File: config.mk
export PLATFORM = sky130hd
export DESIGN_NAME = pipe_stage_skid
export DESIGN_NICKNAME = d
export VERILOG_FILES = /design/src/rtl/pipe_stage_skid.sv
export SDC_FILE = /design/constraint.sdc
export NUM_CORES = 1
export LEC_CHECK = 0
export ABC_AREA = 1
export CAP_MARGIN = 20
export CORE_MARGIN = 4
export CORE_UTILIZATION = 30
export DETAILED_ROUTE_END_ITERATION = 10
export PLACE_DENSITY = 0.61
export SLEW_MARGIN = 20
export SYNTH_ARGS = -nofsm -noshare
export SYNTH_HDL_FRONTEND = slang
export SYNTH_SLANG_ARGS = --single-unit
File: constraint.sdc
create_clock -name clk -period 2 [get_ports clk]
set_input_delay 0.4 -clock clk [delete_from_list [all_inputs] [get_ports clk]]
set_output_delay 0.4 -clock clk [all_outputs]
set_load 0.01 [all_outputs]
File: src/rtl/pipe_stage_skid.sv
// Valid/ready pipeline register with a one-entry skid buffer and synchronous flush.
// Latency 1 cycle; accepts up to 2 entries under backpressure, in_ready drops only when the skid is full.
module pipe_stage_skid #(
   parameter int                CTRL_W      = 8,
   parameter int                DATA_W      = 69,
   parameter int                PC_W        = 32,
   parameter logic [CTRL_W-1:0] BUBBLE_CTRL = '0,
   parameter bit                CLEAR_DATA  = 1'b0
) (
   input  logic              clk,
   input  logic              reset,
   input  logic              flush,
   input  logic              in_valid,
   output logic              in_ready,
   input  logic [CTRL_W-1:0] in_ctrl,
   input  logic [DATA_W-1:0] in_data,
   input  logic [PC_W-1:0]   in_pc,
   output logic              out_valid,
   input  logic              out_ready,
   output logic [CTRL_W-1:0] out_ctrl,
   output logic [DATA_W-1:0] out_data,
   output logic [PC_W-1:0]   out_pc,
   output logic [1:0]        occupancy
);

   logic              main_v;
   logic [CTRL_W-1:0] main_ctrl;
   logic [DATA_W-1:0] main_data;
   logic [PC_W-1:0]   main_pc;

   logic              skid_v;
   logic [CTRL_W-1:0] skid_ctrl;
   logic [DATA_W-1:0] skid_data;
   logic [PC_W-1:0]   skid_pc;

   logic in_fire;
   logic out_fire;

   // in_ready depends only on the registered skid flag, so a full skid never
   // coincides with in_fire and the skid can be refilled while it drains.
   assign in_ready  = reset & ~skid_v;
   assign in_fire   = in_valid & in_ready;
   assign out_fire  = main_v & out_ready;

   assign out_valid = main_v;
   assign occupancy = {1'b0, main_v} + {1'b0, skid_v};
   assign out_ctrl  = main_v ? main_ctrl : BUBBLE_CTRL;
   assign out_data  = (CLEAR_DATA && !main_v) ? '0 : main_data;
   assign out_pc    = (CLEAR_DATA && !main_v) ? '0 : main_pc;

   always_ff @(posedge clk) begin
      if (!reset) begin
         main_v    <= 1'b0;
         main_ctrl <= BUBBLE_CTRL;
         main_data <= '0;
         main_pc   <= '0;
         skid_v    <= 1'b0;
         skid_ctrl <= BUBBLE_CTRL;
         skid_data <= '0;
         skid_pc   <= '0;
      end else if (flush) begin
         main_v    <= 1'b0;
         skid_v    <= 1'b0;
         main_ctrl <= BUBBLE_CTRL;
         skid_ctrl <= BUBBLE_CTRL;
         if (CLEAR_DATA) begin
            main_data <= '0;
            main_pc   <= '0;
            skid_data <= '0;
            skid_pc   <= '0;
         end
      end else if (!main_v || out_fire) begin
         if (skid_v) begin
            main_v    <= 1'b1;
            main_ctrl <= skid_ctrl;
            main_data <= skid_data;
            main_pc   <= skid_pc;
            skid_v    <= in_fire;
            if (in_fire) begin
               skid_ctrl <= in_ctrl;
               skid_data <= in_data;
               skid_pc   <= in_pc;
            end
         end else if (in_fire) begin
            main_v    <= 1'b1;
            main_ctrl <= in_ctrl;
            main_data <= in_data;
            main_pc   <= in_pc;
         end else begin
            main_v <= 1'b0;
         end
      end else if (in_fire) begin
         skid_v    <= 1'b1;
         skid_ctrl <= in_ctrl;
         skid_data <= in_data;
         skid_pc   <= in_pc;
      end
   end

endmodule

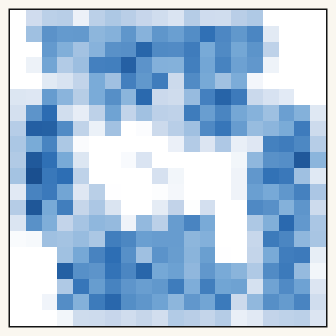
*Local utilization, run 1*
20 x 20 tiles, from white (low) to dark blue (high), 0 to 100% covered.
fullest tile: 88%
mean over tiles: 35%
nearly empty tiles: 20%
emptiest ninth of the die: center
tiles over 75% full: 4.3%

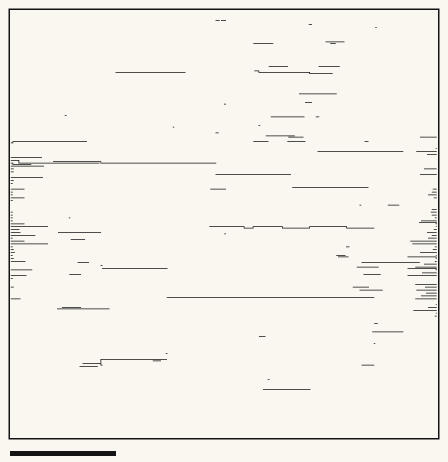
*Metal 3, run 1*
Bar = 50 µm.
wire length on this layer: 1,340 µm
main direction: horizontal
nets with wire on the layer: 114
longest straight run: 97.5 µm
share of all routed wire: 4.5%
M3 GR Usage: 2.16%
Vias: 10,700

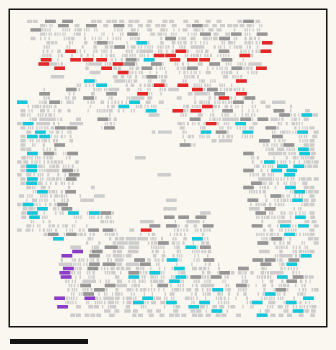
*Where the registers sit, run 1*
Bar = 50 µm.
[out_data] cyan | sequential cells: 69 | where: spread over the die
[skid_ctrl] purple | sequential cells: 8 | where: lower left
[skid_pc] red | sequential cells: 32
sequential cell area: 4410 µm²
Flop+latch power: 4.58 mW

==> out/results.ini, run 1 <==
[critical_path]
critPathCaptureType = output port
crit_path_cell_trace = nand2_1 > inv_1 > clkdlybuf4s50_1
cp_num_buf_inv = 2
cp_top_family = buffers and inverters
rrSetupSlack_ps = 280
crit_type = flip-flop to output port

[synthesis]
top_area_share_pct = 39.1
yosys.area.top_type = dfxtp_1
ys_sh_aoi_pct = 12.2
simple_gate_area_share_pct = 31.9
edf_count = 0
ys_area_um2 = 11300
ys_sh_xor_pct = 0
ys_top_logic_family = simple AND/OR/NAND/NOR gates
mux_share_pct = 0
yosysSeqAreaShare_pct = 39.1
synth_cell_types = 24
synthAdderAreaFrac_pct = 0.111
most_common_cell = nand2_1

[pwr]
p_int_mw = 8.06
combPwrFrac_pct = 13.3
swShare_pct = 24.5

[cells_and_area]
n_sequential_cell = 220
dominant_cells = multi-input combinational cells
nonClkBufAreaFrac_pct = 19.7
logic_area_um2 = 4990
lay_top_cells = nand2_1 (437), inv_1 (315), nor2_1 (235)
layout_top_cell = nand2_1
diodes = 0
seq_area_share_pct = 29.5

[drt]
vias_per_cell = 4.38
drt-met1-wl_um = 13900
dr_wl_met3_um = 1340

[die]
num_rows = 70
core-area_um2 = 36800

[clocking]
ctsResizeCount = 7
cts_max_level = 1
cts_made_buffers = 27
clockBufferDepth = 3

[timing]
worst_slack_ps = 51.5
slew_headroom_pct = 39.7
max_freq_ghz = 0.513
setup_viol = 0
finalClockPeriodUsage_pct = 97.4

[place]
place_ws_ps = 25.9
dp_hpwl_um = 20400

[status]
outcome = finished, final reports clean

[run]
warnings = 28

[global_routing]
grt_pass1_wl_um = 50300

[run 1: stage by stage]
stage / util [%] / hold WS [ps] / power (mW) / instance area (µm²)
global placement: 38.4 / 461 / 6.09 / 14100
global route: 40.7 / 239 / 11.2 / 15000
detailed placement: 38.4 / 468 / 6.10 / 14100
CTS: 40.7 / 191 / 10.9 / 15000
finish: 40.7 / 226 / 10.7 / 15000
floorplan: - / 452 / 5.42 / 11300
[run 1: worst max path at each step]
stage / start / endpoint / slack, ps / depth (start not counted)
3_3_place_gp: out_ready / out_data[59]$_SDFFE_PN0P_ / 40 / 9
3_5_place_dp: out_ready / out_pc[9]$_SDFFE_PN0P_ / 30 / 9
5_1_grt: out_valid$_SDFFE_PP0N_ / out_ctrl[2] / 4 / 3
4_1_cts: out_valid$_SDFFE_PP0N_ / out_ctrl[0] / 8 / 3
6_report: out_valid$_SDFFE_PP0N_ / out_ctrl[2] / 50 / 3
2_1_floorplan: out_valid$_SDFFE_PP0N_ / skid_pc[23]$_SDFFE_PN0P_ / 620 / 8
[run 1: power groups by stage]
stage                     sequential (mW)  combinational (mW)  clock [mW]
after floorplan                      4.72               0.708           0
after global placement               4.67                1.42           0
after detailed placement             4.68                1.43           0
after CTS                            4.58                1.44        4.88
after global routing                 4.59                1.59        5.03
final                                4.58                1.42        4.69
[run 1: metal layers]
| layer | up-vias | track usage [%] |
|---|---|---|
| li1 | 5708 | - |
| met1 | 4717 | 18.7 |
| met2 | 201 | 25.1 |
| met3 | 36 | 2.16 |
| met4 | 0 | 3.39 |
| met5 | - | 0 |
[run 1: flip-flops by register name, summed over array words and instances (netlist names)]
name	flops
main_ctrl	8
out_data	69
out_pc	32
out_valid	1
skid_ctrl	8
skid_data	69
skid_pc	32
skid_v	1
==> inputs of run 2 (changes only) <==
Settings changed: SLEW_MARGIN 20 to 15.
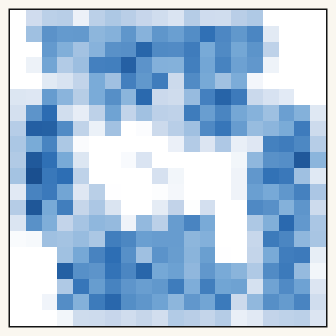
*Local utilization, run 2*
20 x 20 tiles, from white (low) to dark blue (high), 0 to 100% covered.
tiles over 75% full: 4.3%
emptiest ninth of the die: center
fullest tile: 88%
nearly empty tiles: 20%
fp_density: 30.6%
Core Footprint: 36,800 µm²
final core occ: 40.7%

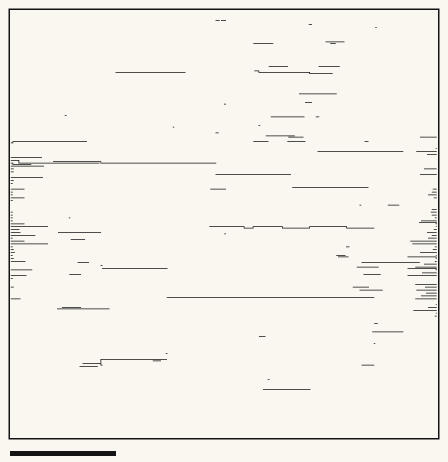
*Metal 3, run 2*
Bar = 50 µm.
share of all routed wire: 4.5%
nets with wire on the layer: 114
main direction: horizontal
wire length on this layer: 1,340 µm
longest straight run: 97.5 µm
final WL: 30,100 µm

==> run 2 against run 1 <==
Compared with the run above: synthesized cell count is the same; clock-buffer cell count did not move; first-iteration DRC count unchanged; fmax unchanged; sequential power hardly changed; global-route usage unchanged; critical path depth is the same; routed wire length did not move; sequential cell count unchanged; hold slack did not move; power unchanged; critical path type unchanged; largest cell class unchanged; largest power group unchanged.
==> out/results.ini, run 2 <==
[global_routing]
grt_pass1_wl_um = 50300  ; unchanged
grt_max_degree = 118
overflow = 0

[place]
dp_hpwl_um = 20400  ; unchanged
place_ws_ps = 25.9  ; unchanged
placed_cell_area_um2 = 14100  ; unchanged
dp.cells = 2390

[drt]
vias_per_cell = 4.38  ; unchanged
num_vias = 10700  ; unchanged
wire_per_inst_um = 12.4

[synthesis]
synth.net_count = 1883
synthCells = 1768
most_common_cell = nand2_1
edf_count = 0  ; unchanged
yosys.area.top_type = dfxtp_1
yosysSeqAreaShare_pct = 39.1  ; unchanged
top_area_share_pct = 39.1  ; unchanged
flop_cell = dfxtp_1
synth_cell_types = 24  ; unchanged
ys_area_um2 = 11300  ; unchanged

[timing]
setup_viol = 0  ; unchanged
drv_slew = 0
worst_slack_ps = 51.5  ; unchanged
max_freq_ghz = 0.513  ; unchanged
whs_ps = 226  ; unchanged
slew_headroom_pct = 39.7  ; unchanged
finalClockPeriodUsage_pct = 97.4  ; unchanged

[critical_path]
critPathCaptureType = output port
crit_type = flip-flop to output port
rrSetupSlack_ps = 280  ; about the same

[cells_and_area]
lay_top_cells = nand2_1 (437), inv_1 (315), nor2_1 (235)
diodes = 0  ; unchanged
layout_top_cell = nand2_1
fin_area_um2 = 15000  ; unchanged
seqCellArea_um2 = 4410  ; unchanged
logic_area_um2 = 4990  ; unchanged

[clocking]
clockBufferDepth = 3  ; unchanged
cts_max_level = 1  ; unchanged
cts_made_buffers = 27  ; unchanged

[min_path]
hold-path-cell-count = 3

[pwr]
total_power_mw = 10.7  ; unchanged

[die]
num_rows = 70  ; unchanged

[status]
outcome = finished, final reports clean

[run]
warnings = 28  ; unchanged

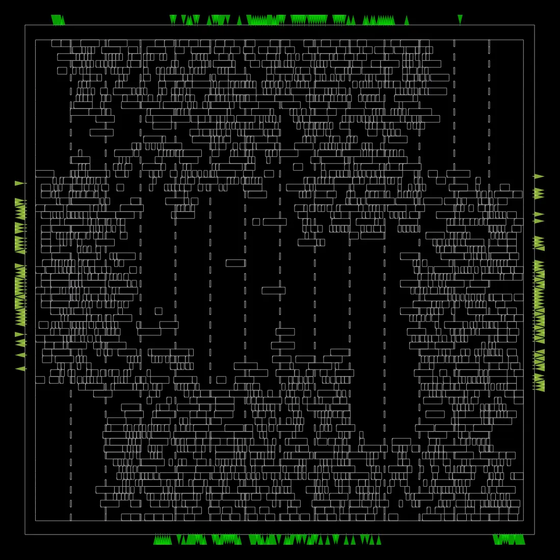
*Placed standard cells, run 2*
registers: 220
final cell count without fillers: 2,436
Tap Count: 468

run 2: cell families after synthesis:
| logic type | synth area share, % |
|---|---|
| adders and majority gates | 0.111 |
| AOI/OAI and AO/OA | 12.2 |
| and+or+nand+nor | 31.9 |
| DFF | 39.1 |
| buffers and inverters | 16.7 |
run 2: layer usage:
layer	GRT usage, %	wire length, µm	vias to the layer above
met3	2.16	1340	36
met2	25.1	14400	201
met1	18.7	13900	4717
li1	-	-	5708
met4	3.39	548	0
met5	0	0	-
run 2: what timing repair did:
action	CTS	global route
cloned	0	0
endpoints found under the setup margin	12	4
setup buffers	3	0
resized	7	4
hold endpoints to repair	0	0
hold buffers	0	0
run 2: cell type report:
type	instances	area share [%]
multi-input combinational	1103	33.3
sequential	220	29.5
timing repair buffer	284	19.7
inverter	318	8.04
clock buffer	38	5.05
tap	468	3.91
clock inverter	5	0.501
run 2: power by group:
group	internal (mW)	switching (mW)	total (mW)
clock	2.85	1.84	4.69
sequential	4.51	0.0696	4.58
combinational	0.706	0.711	1.42
total	8.06	2.62	10.7
run 2: how the worst max path moves through the flow:
stage,start,endpoint,cells after the start
floorplan,out_valid$_SDFFE_PP0N_,skid_pc[23]$_SDFFE_PN0P_,8
global placement,out_ready,out_data[59]$_SDFFE_PN0P_,9
detailed placement,out_ready,out_pc[9]$_SDFFE_PN0P_,9
CTS,out_valid$_SDFFE_PP0N_,out_ctrl[0],3
global route,out_valid$_SDFFE_PP0N_,out_ctrl[2],3
finish,out_valid$_SDFFE_PP0N_,out_ctrl[2],3
run 2: critical path, stage by stage, from the launching register on:
cell	delay, ps
dfxtp_4	390
nand2_1	60
inv_1	50
clkdlybuf4s50_1	540
==> inputs of run 3 (changes only) <==
Settings changed: CTS_CLUSTER_SIZE from default to 30.
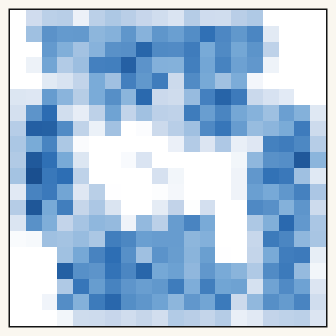
*Local utilization, run 3*
20 x 20 tiles, from white (low) to dark blue (high), 0 to 100% covered.
tiles over 75% full: 4.3%
fullest tile: 88%
emptiest ninth of the die: center
mean over tiles: 35%
nearly empty tiles: 20%

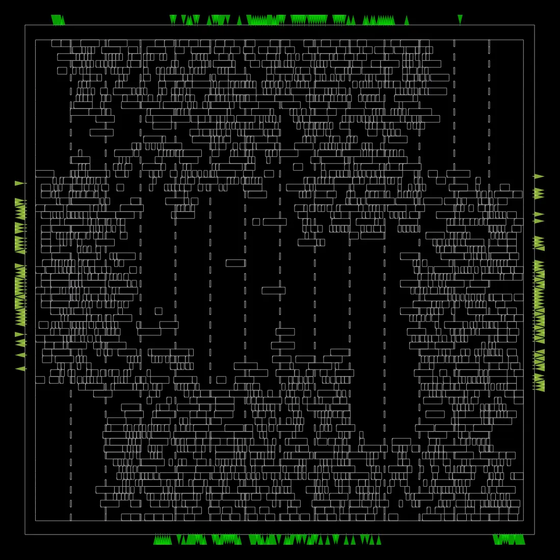
*Placed standard cells, run 3*
fillcell total: 3,850
Placement Rows: 70

==> run 3 against run 2 <==
Compared with the run above: critical path depth did not move; fmax unchanged; global-route usage did not move; clock power about the same; final area stayed put; clock skew is the same; sequential share of layout area stayed put; sequential cell count unchanged; utilization did not move; die size unchanged; synthesized cell count unchanged; largest power group unchanged.
==> out/results.ini, run 3 <==
[cells_and_area]
diodes = 0  ; unchanged
layout_top_cell = nand2_1
clock_buffers = 38  ; unchanged
n_sequential_cell = 220  ; unchanged
nonClockInverterCount = 318  ; unchanged
logic_area_um2 = 4990  ; unchanged
clk_share_pct = 5.56  ; unchanged
nonClkBufAreaFrac_pct = 19.7  ; unchanged
comb_share_pct = 33.3  ; unchanged
signal_buffers = 284  ; unchanged
lay_top_cells = nand2_1 (437), inv_1 (315), nor2_1 (235)
final_cell_count_no_fill = 2436  ; unchanged

[global_routing]
grt_pass1_wl_um = 50300  ; unchanged
overflow = 0  ; unchanged

[pwr]
combPwrFrac_pct = 13.3  ; about the same
swShare_pct = 24.5  ; unchanged
seq_power_mw = 4.58  ; about the same
p_int_mw = 8.06  ; unchanged
powerClk_mw = 4.69  ; about the same
netSwitchingPower_mw = 2.62  ; unchanged
power_frac_seq_pct = 42.9  ; about the same
total_power_mw = 10.7  ; unchanged

[clocking]
cts_max_level = 1  ; unchanged
clockBufferDepth = 3  ; unchanged

[timing]
max_freq_ghz = 0.513  ; unchanged
drv_slew = 0  ; unchanged
setup_viol = 0  ; unchanged
slew_headroom_pct = 39.7  ; unchanged

[drt]
drt_wl_total_um = 30100  ; unchanged
wire_per_inst_um = 12.4  ; unchanged
num_vias = 10700  ; unchanged

[die]
taps = 468  ; unchanged
core-area_um2 = 36800  ; unchanged

[synthesis]
most_common_cell = nand2_1
synth_cell_types = 24  ; unchanged
synthCells = 1768  ; unchanged
synth.net_count = 1883  ; unchanged
top_area_share_pct = 39.1  ; unchanged
yosys.area.top_type = dfxtp_1

[status]
outcome = finished, final reports clean

[place]
dp.cells = 2390  ; unchanged

[critical_path]
crit_type = flip-flop to output port
critPathCaptureType = output port

[run]
warnings = 28  ; unchanged

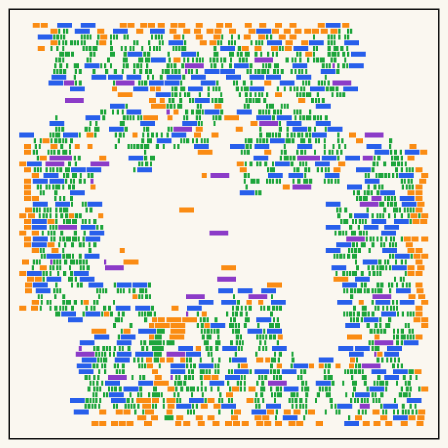
*Placed cells, one color a class, run 3*
[all other logic] green | cells: 1,421 | share of their area: 43%
[flip-flops] blue | cells: 220 | share of their area: 31%
[other buffers and delay cells] orange | cells: 284 | share of their area: 21%
[clock drivers and dummy loads] purple | cells: 43 | share of their area: 5.8%
Finished Cell Area: 15,000 µm²
flop share of the area: 29.5%

-- run 3: cell counts in the layout (fill, tap and decap cells not counted) --
Identical to the previous run, type by type.
-- run 3: cells by family (layout without fill, tap and decap cells) --
| kind of cell | after synthesis | count (layout) | share of synthesized area (%) |
|---|---|---|---|
| flops | 220 | 220 | 39.1 |
| buf+inv | 445 | 645 | 16.7 |
| fa+ha+maj | 1 | 1 | 0.111 |
| compound gates | 221 | 221 | 12.2 |
| simple gates | 881 | 881 | 31.9 |
-- run 3: critical path: stages (launching register included) --
cell and delay [ps]:
dfxtp_4 390, nand2_1 60, inv_1 50, clkdlybuf4s50_1 540
-- run 3: worst paths after layout --
kind,startpoint,slack (ps),depth (start not counted),endpoint
setup reg to reg,skid_v$_SDFFE_PP0P_,280,7,out_pc[30]$_SDFFE_PN0P_
hold reg to reg,skid_data[61]$_SDFFE_PN0P_,480,2,skid_data[61]$_SDFFE_PN0P_
hold / removal,reset,230,3,out_valid$_SDFFE_PP0N_
setup / recovery,out_valid$_SDFFE_PP0N_,50,3,out_ctrl[2]
-- run 3: routing by layer --
metal  up-vias  share of wire [%]  track usage, %
li1       5708                  -               -
met5         -                  0               0
met3        36                4.5            2.16
met1      4717                 46            18.7
met4         0                1.8            3.39
met2       201                 48            25.1
-- run 3: through the flow --
stage / utilization (%) / hold WS (ps) / instance area, µm²
6_report: 40.7 / 226 / 15000
5_1_grt: 40.7 / 239 / 15000
4_1_cts: 40.7 / 191 / 15000
3_5_place_dp: 38.4 / 468 / 14100
3_3_place_gp: 38.4 / 461 / 14100
2_1_floorplan: - / 452 / 11300
-- run 3: timing repair --
item	CTS	global route
hold buffers	0	0
pin swaps	0	0
endpoints found under the hold margin	0	0
endpoints found under the setup margin	12	4
buffers inserted	3	0
resized	7	4
Power figures rest on the tool's default switching activity, not on a simulated workload.
